Run 1, congestion heat map:
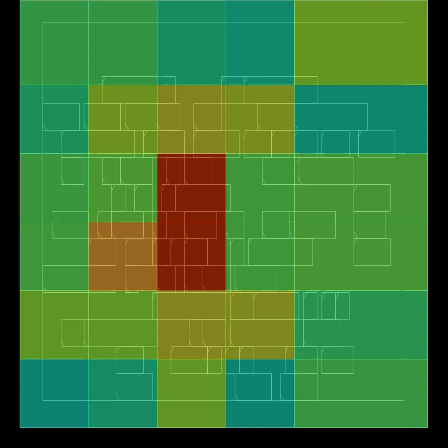
Run 1, M2 wires:
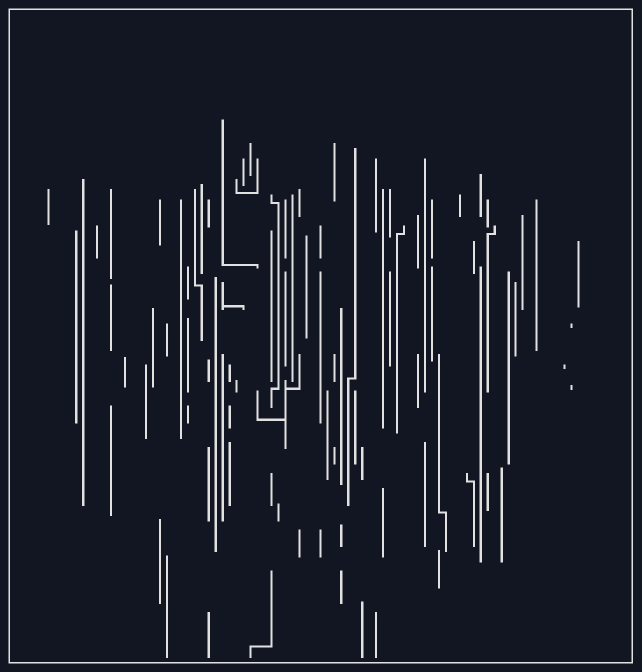
Run 1, cell area per tile:
The die is cut into 8 by 9 equal tiles; white is low, dark blue is high, 0 to 100% covered.
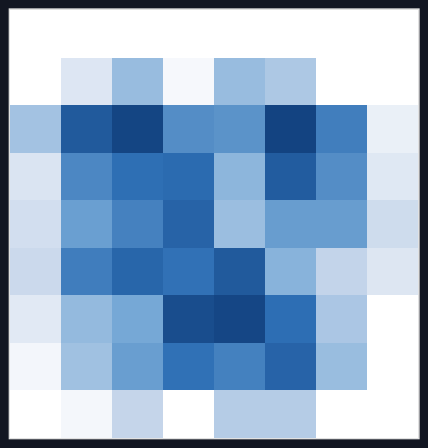
## src/rtl/bist_chk_pkg.sv

```systemverilog
// Shared types and defaults for the BIST signature checker.
// BIST_CHK_RETRY_EN (optional) enables the RETRY state in the top.
package bist_chk_pkg;

  typedef enum logic [1:0] {
    ST_IDLE  = 2'd0,
    ST_RUN   = 2'd1,
    ST_RETRY = 2'd2,
    ST_DONE  = 2'd3
  } chk_state_e;

  localparam int          SIG_W_DEF   = 17;
  localparam int          TIMEOUT_DEF = 200;
  localparam logic [16:0] GOLDEN_DEF  = 17'h0;

endpackage

```

## src/rtl/bist_chk_timer.sv

```systemverilog
// Saturating RUN-cycle counter. count_o is the value as of the current cycle
// (first enabled cycle after a clear reads 1).
module bist_chk_timer
  import bist_chk_pkg::*;
#(
  parameter int CNT_W   = 8,
  parameter int TIMEOUT = TIMEOUT_DEF
) (
  input  logic             clk_i,
  input  logic             rst_ni,
  input  logic             clear_i,
  input  logic             en_i,
  output logic [CNT_W-1:0] count_o,
  output logic             expired_o
);

  logic [CNT_W-1:0] count_q, count_d;

  always_comb begin
    count_d = count_q;
    if (clear_i) begin
      count_d = '0;
    end else if (en_i && (count_q != '1)) begin
      count_d = count_q + 1'b1;
    end
  end

  always_ff @(posedge clk_i) begin
    if (!rst_ni) begin
      count_q <= '0;
    end else begin
      count_q <= count_d;
    end
  end

  assign count_o   = count_d;
  assign expired_o = en_i && (count_d == CNT_W'(TIMEOUT));

endmodule

```

## config.mk

```make
export PLATFORM = sky130hd
export DESIGN_NAME = bist_chk_timer
export DESIGN_NICKNAME = d
export VERILOG_FILES = /design/src/rtl/bist_chk_pkg.sv /design/src/rtl/bist_chk_timer.sv
export SDC_FILE = /design/constraint.sdc
export NUM_CORES = 1
export LEC_CHECK = 0
export CORE_AREA = 2 2 39 41
export DETAILED_ROUTE_END_ITERATION = 16
export DIE_AREA = 0 0 41 43
export GPL_TIMING_DRIVEN = 0
export PLACE_DENSITY = 0.65
export SKIP_LAST_GASP = 1
export SYNTH_ARGS = -nofsm -noshare
export SYNTH_HDL_FRONTEND = slang
export SYNTH_SLANG_ARGS = --single-unit
```

## constraint.sdc

```tcl
create_clock -name clk_i -period 2.92 [get_ports clk_i]
set_clock_uncertainty 0.05 [all_clocks]
set_input_delay 0.292 -clock clk_i [delete_from_list [all_inputs] [get_ports clk_i]]
set_output_delay 0.292 -clock clk_i [all_outputs]
set_load 0.02 [all_outputs]
```

==> metrics.csv, run 1 <==
stage;metric;value;unit
cells_and_area;antenna-diode-count;0;
cts;cts.clk_slew.worst_paths;0.06;ns
placement;dp.cells;88;
logic_synthesis;ys_area;535.5;um^2
logic_synthesis;avgSynthCellArea;8.779;um^2
global_routing;antenna_found_initial;0;
logic_synthesis;fp_nets;66;
logic_synthesis;syn_inst;61;
global_routing;use_met3;0.06806;
floorplan;fp.dieH;43;um
global_routing;use_met1;0.2476;
worst_setup_path;crit_path_end_kind;output port;
cts;cts_sinks;8;
logic_synthesis;synth_flops;8;
worst_setup_path;crit_arrival;2.41;ns
min_path;hp-start;clear_i;
final_timing;fin_crit_sh;0.9436;
logic_synthesis;syn-cell-area;535.5;um^2
final_timing;period_minus_slack;2.755;ns
final_timing;setup_violations;0;
logic_synthesis;ys_warn_count;0;
placement;hpwl;889.8;um
final_timing;slew_headroom;0.7460;
cts;cts_root_buf;clkbuf_4;
global_routing;busiest_layer;met1;
cells_and_area;postLayoutCellArea;686.9;um^2
min_path;hold_class;primary input to register;
cells_and_area;finalNonFillerCells;91;
worst_setup_path;reg2reg_depth;6;
final_timing;slew_violations;0;
power;p_int;0.0001671;W
cts;h-tree-depth;1;
logic_synthesis;ys.flop_type;dfxtp_1;
global_routing;grt_pass1_wl;1.980;mm
routing;met1Wirelength;555;um
min_path;min_to;count_q[7]$_SDFF_PN0_;
logic_synthesis;ys_cells;61;
final_timing;setup_slack;0.1648;ns
cells_and_area;largest_reg_flops;8;
floorplan;fp.dieW;41;um
routing;wl_met2;542;um
floorplan;dieArea;0.001763;mm^2
floorplan;ios;13;
placement;port_buffers;11;
logic_synthesis;synthArstFlopShare;0;
final_timing;hold_slack;0.4137;ns
logic_synthesis;ys_types;34;
power;power_frac_seq;0.508;
logic_synthesis;synth_seq_share;0.2991;
worst_setup_path;crit_required;2.58;ns
cells_and_area;regMostFlops;count_q;
cts;cts_made_buffers;3;
routing;ant_nets;0;
final_timing;fmax;363.0;MHz
cells_and_area;syn_to_final_growth;28.27;%
placement;placed_area;665.6;um^2
worst_setup_path;crit_fanout;6;
flow_run;maxCapViolCount;0;
routing;drt_iter0_markers;7;
cts;tritoncts;yes;
power;ir_worst_vdd;197.6;uV
logic_synthesis;logic_family;simple AND/OR/NAND/NOR gates;
status;status;finished, final reports clean;
final_timing;grt_setup_unrepaired;no;
power;p_switching;0.00005263;W
cts;clockBufferDepth;2;
floorplan;row_count;14;
global_routing;overflow;0;
Back to the opening pictures, 'congestion heat map':
drt wl/cell: 12.71 um
Total GRT Usage: 0.1717

Back to the opening pictures, 'M2 wires':
share of all routed wire = 47%
longest straight run = 21.4 um
main direction = vertical
nets with wire on the layer = 69
Total Wirelength: 1.157 mm
GR Util met2: 0.2156
vias: 476

Back to the opening pictures, 'cell area per tile':
fullest tile = 93%
emptiest ninth of the die = north-east
mean over tiles = 38%
nearly empty tiles = 24%
densest ninth of the die = center
tiles over 75% full = 15%
CORE AREA: 0.001384 mm^2
final core occ: 0.4964
FP Core Util: 0.3870

-- run 1: timing repair --
| item | 4_1_cts | 5_1_grt |
|---|---|---|
| hold buffers | 0 | 0 |
| gates resized | 1 | 0 |
| endpoints found under the setup margin | 1 | 0 |
-- run 1: worst max-delay path, stage by stage (launching register included) --
cell	delay, ns
dfxtp_1	0.43
ha_1	0.25
and2_2	0.24
nand2_1	0.10
or4_1	0.43
o21ai_2	0.12
nor2_1	0.06
clkdlybuf4s50_1	0.54
-- run 1: Yosys cell counts, types with 2 or more instances --
master / n / share of area
a21oi_1: 3 / 0.028
dfxtp_1: 8 / 0.30
nand2_1: 4 / 0.028
and2_1: 5 / 0.058
inv_1: 2 / 0.014
nand4_1: 2 / 0.023
nor2_1: 10 / 0.070
-- run 1: power groups by stage --
| stage | sequential [W] | clock, W | combinational, W |
|---|---|---|---|
| 2_1_floorplan | 0.000114 | 0 | 0.0000120 |
| 3_3_place_gp | 0.000114 | 0 | 0.0000214 |
| 3_5_place_dp | 0.000114 | 0 | 0.0000216 |
| 4_1_cts | 0.000112 | 0.0000910 | 0.0000217 |
| 5_1_grt | 0.000112 | 0.0000969 | 0.0000239 |
| 6_report | 0.000112 | 0.0000863 | 0.0000217 |
-- run 1: kinds of logic (layout without fill, tap and decap cells) --
family / Yosys count / after routing
AND-OR/OR-AND: 11 / 11
XOR/XNOR: 2 / 2
adder cells (fa/ha/maj): 1 / 1
buffers and inverters: 4 / 18
flip-flops: 8 / 8
multiplexers: 1 / 1
AND/OR/NAND/NOR: 34 / 34
-- run 1: final cells by class --
cell class	instances	area [um^2]
fill	136	696.9
multi-input combinational	49	349.1
sequential	8	160.2
timing repair buffer	11	108.9
clock buffer	3	22.52
tap	16	20.02
buffer	2	18.77
inverter	2	7.507
==> run 1 -> run 2 <==
--- a/config.mk
+++ b/config.mk
@@ -5,11 +5,11 @@
 export SDC_FILE = /design/constraint.sdc
 export NUM_CORES = 1
 export LEC_CHECK = 0
-export CORE_AREA = 2 2 39 41
+export CORE_MARGIN = 1
+export CORE_UTILIZATION = 41
 export DETAILED_ROUTE_END_ITERATION = 16
-export DIE_AREA = 0 0 41 43
 export GPL_TIMING_DRIVEN = 0
-export PLACE_DENSITY = 0.65
+export PLACE_DENSITY = 0.69
 export SKIP_LAST_GASP = 1
 export SYNTH_ARGS = -nofsm -noshare
 export SYNTH_HDL_FRONTEND = slang
==> constraint.sdc (replaced) <==
create_clock -name clk_i -period 2.4 [get_ports clk_i]
set_clock_uncertainty 0.05 [all_clocks]
set_input_delay 0.24 -clock clk_i [delete_from_list [all_inputs] [get_ports clk_i]]
set_output_delay 0.24 -clock clk_i [all_outputs]
set_load 0.02 [all_outputs]
Run 2, selected gate families:
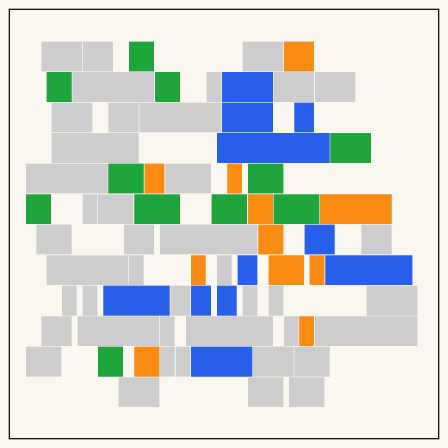
nand cells -> orange  # cells 11
and/or cells -> green  # cells 11
aoi and oai cells -> blue  # cells 11
Comb area share: 0.5424
final cell count without fillers: 89
most frequent logic cell in the layout: nor2_1

Run 2, wiring by layer:
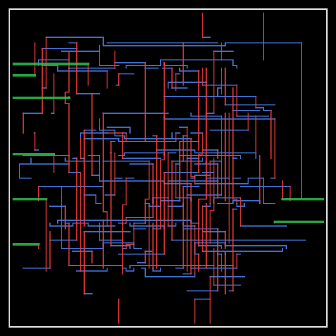
M3 -> green  # wire length 40.5 um
M2 -> red  # wire length 644 um
M1 -> blue  # wire length 591 um
vias: 501
Total Wirelength: 1.274 mm
drt wl/cell: 14.31 um
Total GRT Usage: 0.2005

==> run 2 against run 1 <==
Sequential cell count is the same. Synthesized area is the same. Count of clock-buffer cells in the layout is the same. Clock power grew 13%. First-iteration DRC count shrank 71%. Critical path depth is the same. Critical path type unchanged. Critical endpoint is now expired_o.
==> metrics.csv, run 2 <==
stage;metric;value;unit;change
flow_run;maxCapViolCount;0;;unchanged
cells_and_area;reg_top3;count_q: 8 flops;;
final_timing;slew_violations;0;;unchanged
floorplan;core_area;0.001156;mm^2;-16%
logic_synthesis;ys_cells;61;;unchanged
cells_and_area;largest_reg_flops;8;;unchanged
global_routing;grt_pass1_wl;2.042;mm;+3.1%
placement;hpwl;953.5;um;+7.2%
worst_setup_path;crit_path_end_kind;output port;;
floorplan;fp.dieW;38.14;um;-7.0%
logic_synthesis;yosys-top-cells-area;dfxtp_1, nor2_1, and2_1;;
cts;cts_root_buf;clkbuf_4;;
logic_synthesis;synthArstFlopShare;0;;unchanged
logic_synthesis;avgSynthCellArea;8.779;um^2;unchanged
routing;ant_nets;0;;unchanged
final_timing;tightest_slew;0.3934;ns;
routing;viasPerCell;5.629;;
logic_synthesis;synth_flops;8;;unchanged
worst_setup_path;reg2reg_depth;6;;unchanged
cts;tritoncts;yes;;
cells_and_area;fin_util;0.6385;;+0.1421
global_routing;grt_pass1_vias;490;;
routing;drt_first_pass_iters;3;;
worst_setup_path;cp.buffers_inverters;1;;unchanged
routing;drt_iter0_markers;2;;-5
cts;h-tree-depth;1;;unchanged
routing;met1Wirelength;590;um;+6.3%
global_routing;overflow;0;;unchanged
worst_setup_path;critPathCapture;expired_o;;
worst_setup_path;crit_fanout;6;;unchanged
final_timing;period_minus_slack;2.351;ns;
cts;ctsHoldBuffers;0;;unchanged
cells_and_area;syn_to_final_growth;37.85;%;
final_timing;grt_setup_unrepaired;yes;;
logic_synthesis;ys_warn_count;0;;unchanged
final_timing;fmax;425.3;MHz;
global_routing;grt_max_degree;10;;
worst_setup_path;slowest_delay;0.38;ns;-0.16 ns
cts;cts.clk_slew.worst_paths;0.05;ns;about the same
logic_synthesis;ys_area;535.5;um^2;unchanged
final_timing;setup_violations;0;;unchanged
final_timing;slew_headroom;0.7350;;-0.01102
global_routing;antenna_found_initial;0;;unchanged
logic_synthesis;syn_inst;61;;unchanged
routing;drc_errors;0;;
placement;gp_congestion;0.7220;;
logic_synthesis;ys_types;34;;unchanged
logic_synthesis;common_cells;nor2_1, dfxtp_1, and2_1;;
cts;clockBufferDepth;2;;unchanged
worst_setup_path;worstPathCellList;ha_4, and2_4, and4b_1, nor3_2, nand3b_1, a2111oi_4, buf_4;;
worst_setup_path;crit_family;simple AND/OR/NAND/NOR gates;;
floorplan;ios;13;;unchanged
final_timing;hold_slack;0.3702;ns;-0.04346 ns
routing;wl_met2;643;um;+19%
logic_synthesis;logic_family;simple AND/OR/NAND/NOR gates;;
logic_synthesis;ys_sh_aoi;0.1846;;
worst_setup_path;rrSetupSlack;0.78;ns;
final_timing;tns;0;ns;
cells_and_area;antenna-diode-count;0;;unchanged
worst_setup_path;cp-start-kind;register;;
status;status;finished, final reports clean;;
cts;cts_made_buffers;3;;unchanged
min_path;hold_class;primary input to register;;
worst_setup_path;path_depth;7;;unchanged
floorplan;dieArea;0.001455;mm^2;-17%
floorplan;fp_util;0.4632;;+0.07622
power;ir_worst_vdd;261.8;uV;+32%
logic_synthesis;fp_nets;66;;unchanged
worst_setup_path;crit_arrival;2.06;ns;-0.35 ns
cells_and_area;final_nets;82;;
logic_synthesis;syn-cell-area;535.5;um^2;unchanged
cells_and_area;regMostFlops;count_q;;
logic_synthesis;yosysTopAreaCell;dfxtp_1;;
placement;dp.cells;86;;-2.3%
placement;port_buffers;11;;unchanged
logic_synthesis;ys.flop_type;dfxtp_1;;
cts;clock_latency;0.24;ns;
floorplan;fp.dieH;38.14;um;-11%
final_timing;fin_crit_sh;0.9798;;
logic_synthesis;ys_sh_simple;0.3925;;
worst_setup_path;r2r_start;count_q[0]$_SDFF_PN0_;;
logic_synthesis;synthXorXnorAreaFrac;0.03271;;
logic_synthesis;top_cell;nor2_1;;
floorplan;row_count;12;;-2
power;cellPowerDensity;353.7;mW/mm^2;
worst_setup_path;crit_slowest_cell;dfxtp_4;;
logic_synthesis;ys_sh_adder;0.02336;;
worst_setup_path;crit_required;2.11;ns;-0.47 ns
cts;cts_sinks;8;;unchanged
worst_setup_path;critPathKind;register to output port;;
logic_synthesis;top_area_frac;0.2991;;unchanged
logic_synthesis;synth_seq_share;0.2991;;unchanged
worst_setup_path;crit_path_start;count_q[0]$_SDFF_PN0_;;
==> run 2: cell counts after synthesis <==
No cell type changed its count.
==> run 2: final cells by class <==
cell class / instances / area [um^2]
buffer: 2 / 18.77
clock buffer: 3 / 22.52
inverter: 2 / 7.507
fill: 99 / 417.9
timing repair buffer: 11 / 105.1
multi-input combinational: 49 / 400.4
sequential: 8 / 166.4
tap: 14 / 17.52
==> run 2: timing repair <==
item	4_1_cts	5_1_grt
setup endpoints to repair	8	6
buffers inserted	0	0
resized	11	10
==> run 2: worst min path at each step <==
stage | from | slack [ns] | to | depth (start not counted)
floorplan | rst_ni | 0.31 | count_q[2]$_SDFF_PN0_ | 1
global placement | count_q[6]$_SDFF_PN0_ | 0.53 | count_q[6]$_SDFF_PN0_ | 2
detailed placement | count_q[6]$_SDFF_PN0_ | 0.55 | count_q[6]$_SDFF_PN0_ | 2
CTS | clear_i | 0.36 | count_q[5]$_SDFF_PN0_ | 3
global route | clear_i | 0.39 | count_q[4]$_SDFF_PN0_ | 3
finish | clear_i | 0.37 | count_q[1]$_SDFF_PN0_ | 3
==> run 2: where the power goes <==
group / internal [W] / switching, W / total (W)
logic: 0.0000112 / 0.0000158 / 0.0000270
registers: 0.000134 / 0.00000247 / 0.000136
clock network: 0.0000569 / 0.0000409 / 0.0000978
==> run 2: stage by stage <==
stage,setup slack [ns],total power (W),area (um^2)
CTS,-0.03739,0.0002640,693.2
detailed placement,-0.4669,0.0001662,675.6
global route,-0.02729,0.0002709,738.2
global placement,-0.4868,0.0001658,675.6
floorplan,0.1016,0.0001539,548.0
finish,0.04855,0.0002611,738.2
==> run 2: layer usage <==
metal  GRT usage  vias to the layer above
li1            -                      248
met1      0.2482                      245
met2      0.3432                        8
met3     0.02907                        0
met4     0.08036                        0
met5           0                        -
==> run 2 -> run 3 <==
--- a/config.mk
+++ b/config.mk
@@ -5,7 +5,6 @@
 export SDC_FILE = /design/constraint.sdc
 export NUM_CORES = 1
 export LEC_CHECK = 0
-export CORE_MARGIN = 1
 export CORE_UTILIZATION = 41
 export DETAILED_ROUTE_END_ITERATION = 16
 export GPL_TIMING_DRIVEN = 0
Run 3, M2 wires:
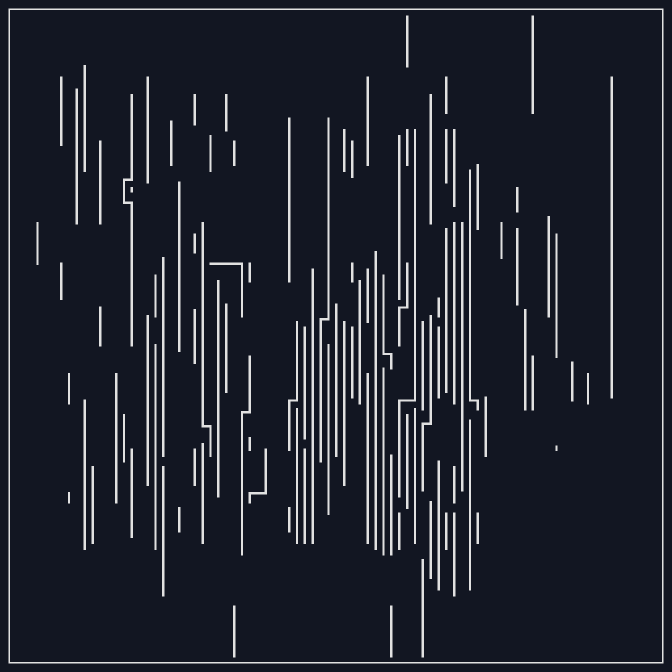
share of all routed wire = 51%
nets with wire on the layer = 74
GR Util met2: 0.3432

Run 3, selected gate families:
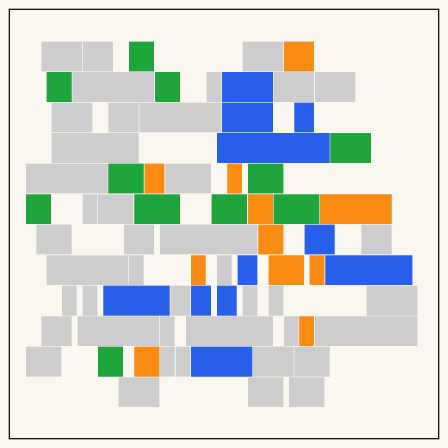
aoi and oai cells -> blue  # cells 11
nand cells -> orange  # cells 11
and/or cells -> green  # cells 11

==> run 3 against run 2 <==
Clock power about the same. Sequential cell count did not move. Die area did not move. Critical path type unchanged.
==> metrics.csv, run 3 <==
stage;metric;value;unit;change
logic_synthesis;avgSynthCellArea;8.779;um^2;unchanged
worst_setup_path;crit_family;simple AND/OR/NAND/NOR gates;;
cts;cts_root_buf;clkbuf_4;;
cts;clockBufferDepth;2;;unchanged
logic_synthesis;logic_family;simple AND/OR/NAND/NOR gates;;
worst_setup_path;crit_path_end_kind;output port;;
cts;postCtsResizedCells;11;;unchanged
power;cellPowerDensity;353.7;mW/mm^2;unchanged
floorplan;core_area;0.001156;mm^2;unchanged
worst_setup_path;critPathKind;register to output port;;
cts;cts_sinks;8;;unchanged
power;p_comb;0.0000270;W;about the same
power;p_seq;0.000136;W;about the same
worst_setup_path;crit_slowest_cell;dfxtp_4;;
logic_synthesis;ys.flop_type;dfxtp_1;;
worst_setup_path;slowest_delay;0.38;ns;about the same
worst_setup_path;worstPathCellList;ha_4, and2_4, and4b_1, nor3_2, nand3b_1, a2111oi_4, buf_4;;
final_timing;tns;0;ns;unchanged
power;p_switching;0.00005923;W;unchanged
logic_synthesis;syn-cell-area;535.5;um^2;unchanged
final_timing;slew_violations;0;;unchanged
routing;finalWirelength;1.274;mm;unchanged
logic_synthesis;common_cells;nor2_1, dfxtp_1, and2_1;;
logic_synthesis;ys_warn_count;0;;unchanged
routing;drt_iter0_markers;2;;unchanged
cells_and_area;lay_top_count;nor2_1;;
routing;num_vias;501;;unchanged
worst_setup_path;cp.buffers_inverters;1;;unchanged
power;clockPowerShare;0.375;;about the same
cells_and_area;regMostFlops;count_q;;
logic_synthesis;ys_cells;61;;unchanged
placement;port_buffers;11;;unchanged
power;ir_worst_vdd;261.8;uV;unchanged
final_timing;fin_crit_sh;0.9798;;unchanged
power;p_int;0.0002019;W;unchanged
floorplan;row_count;12;;unchanged
worst_setup_path;r2r_start;count_q[0]$_SDFF_PN0_;;
logic_synthesis;top_area_frac;0.2991;;unchanged
cts;h-tree-depth;1;;unchanged
logic_synthesis;ys_sh_aoi;0.1846;;unchanged
final_timing;tightest_slew;0.3934;ns;unchanged
logic_synthesis;yosysTopAreaCell;dfxtp_1;;
routing;wire_per_inst;14.31;um;unchanged
logic_synthesis;ys_area;535.5;um^2;unchanged
power;switching_share;0.2268;;unchanged
worst_setup_path;crit_fanout;6;;unchanged
power;maxPowerGroup;sequential cells;;
logic_synthesis;synthXorXnorAreaFrac;0.03271;;unchanged
cts;tritoncts;yes;;
cts;cts_made_buffers;3;;unchanged
floorplan;dieArea;0.001455;mm^2;unchanged
routing;drt_first_pass_iters;3;;unchanged
worst_setup_path;crit_arrival;2.06;ns;about the same
global_routing;overflow;0;;unchanged
logic_synthesis;ys_types;34;;unchanged
routing;ant_nets;0;;unchanged
global_routing;antenna_found_initial;0;;unchanged
final_timing;slew_headroom;0.7350;;unchanged
logic_synthesis;synthArstFlopShare;0;;unchanged
global_routing;grt_usage;0.2005;;unchanged
logic_synthesis;fp_nets;66;;unchanged
min_path;hp-start;clear_i;;
power;power_frac_seq;0.522;;about the same
worst_setup_path;crit_required;2.11;ns;about the same
global_routing;grt_pass1_vias;490;;unchanged
logic_synthesis;synth_flops;8;;unchanged
cts;clock_latency;0.24;ns;about the same
power;power;0.0002611;W;unchanged
floorplan;ios;13;;unchanged
cells_and_area;largest_reg_flops;8;;unchanged
final_timing;fmax;425.3;MHz;unchanged
cells_and_area;final_nets;82;;unchanged
status;status;finished, final reports clean;;
cells_and_area;antenna-diode-count;0;;unchanged
cts;ctsHoldBuffers;0;;unchanged
routing;drc_errors;0;;unchanged
logic_synthesis;top_cell;nor2_1;;
power;p_comb_frac;0.104;;about the same
worst_setup_path;cp-start-kind;register;;
logic_synthesis;yosys-top-cells-area;dfxtp_1, nor2_1, and2_1;;
floorplan;fp_util;0.4632;;unchanged
logic_synthesis;synth_seq_share;0.2991;;unchanged
power;pg_clk;0.0000978;W;about the same
min_path;hold_path_depth;3;;unchanged
final_timing;period_minus_slack;2.351;ns;unchanged
cts;cts.clk_slew.worst_paths;0.05;ns;about the same
placement;gp_congestion;0.7220;;unchanged
final_timing;grt_setup_unrepaired;yes;;
logic_synthesis;ys_sh_adder;0.02336;;unchanged
cells_and_area;syn_to_final_growth;37.85;%;unchanged
worst_setup_path;reg2reg_depth;6;;unchanged
floorplan;fp.dieW;38.14;um;unchanged
flow_run;maxCapViolCount;0;;unchanged
floorplan;fp.dieH;38.14;um;unchanged
logic_synthesis;mux_area_frac;0.01869;;
logic_synthesis;ys_sh_simple;0.3925;;unchanged
min_path;hold_class;primary input to register;;
global_routing;grt_pass1_wl;2.042;mm;unchanged
cts;post_cts_buffers;0;;unchanged
global_routing;grt_max_degree;10;;unchanged
min_path;min_to;count_q[1]$_SDFF_PN0_;;
cells_and_area;reg_top3;count_q: 8 flops;;
routing;viasPerCell;5.629;;unchanged
logic_synthesis;syn_inst;61;;unchanged
run 3: cell families after synthesis:
family	after synthesis
AND-OR/OR-AND	11
XOR/XNOR	2
adder cells (fa/ha/maj)	1
buffers and inverters	4
flip-flops	8
multiplexers	1
AND/OR/NAND/NOR	34
run 3: worst min-delay path, delay by kind of cell:
family	cells	cell delay, ns
buf+inv	1	0.17
simple gates	2	0.21
run 3: worst max-delay path by stage:
stage / startpoint / to / slack (ns) / depth (start not counted)
detailed placement: en_i / expired_o / -0.47 / 7
global placement: en_i / expired_o / -0.49 / 7
CTS: count_q[1]$_SDFF_PN0_ / expired_o / -0.04 / 7
global route: count_q[0]$_SDFF_PN0_ / expired_o / -0.03 / 7
floorplan: count_q[0]$_SDFF_PN0_ / expired_o / 0.10 / 6
finish: count_q[0]$_SDFF_PN0_ / expired_o / 0.05 / 7
run 3: stage by stage:
step                      std cells    util  worst slack (ns)  hold WS (ns)  area, um^2
after global routing             89  0.6385          -0.02729        0.3932       738.2
after detailed placement         86  0.5844           -0.4669        0.5491       675.6
after CTS                        89  0.5996          -0.03739        0.3641       693.2
after global placement           86  0.5844           -0.4868        0.5311       675.6
final                            89  0.6385           0.04855        0.3702       738.2
after floorplan                  61       -            0.1016        0.3117       548.0
run 3: per-layer routing:
metal / up-vias / track usage / routed length [um]
met5: - / 0 / 0
met4: 0 / 0.08036 / 0
met3: 0 / 0.02907 / 40
met2: 8 / 0.3432 / 643
met1: 245 / 0.2482 / 590
li1: 248 / - / -
run 3: area by class of cell:
| type | count | area (um^2) |
|---|---|---|
| plain buffers | 2 | 18.77 |
| clock buffers | 3 | 22.52 |
| fillers | 99 | 417.9 |
| inverters | 2 | 7.507 |
| multi-input cells | 49 | 400.4 |
| flip-flops and latches | 8 | 166.4 |
| well taps | 14 | 17.52 |
| repair buffers | 11 | 105.1 |
Power figures rest on the tool's default switching activity, not on a simulated workload.
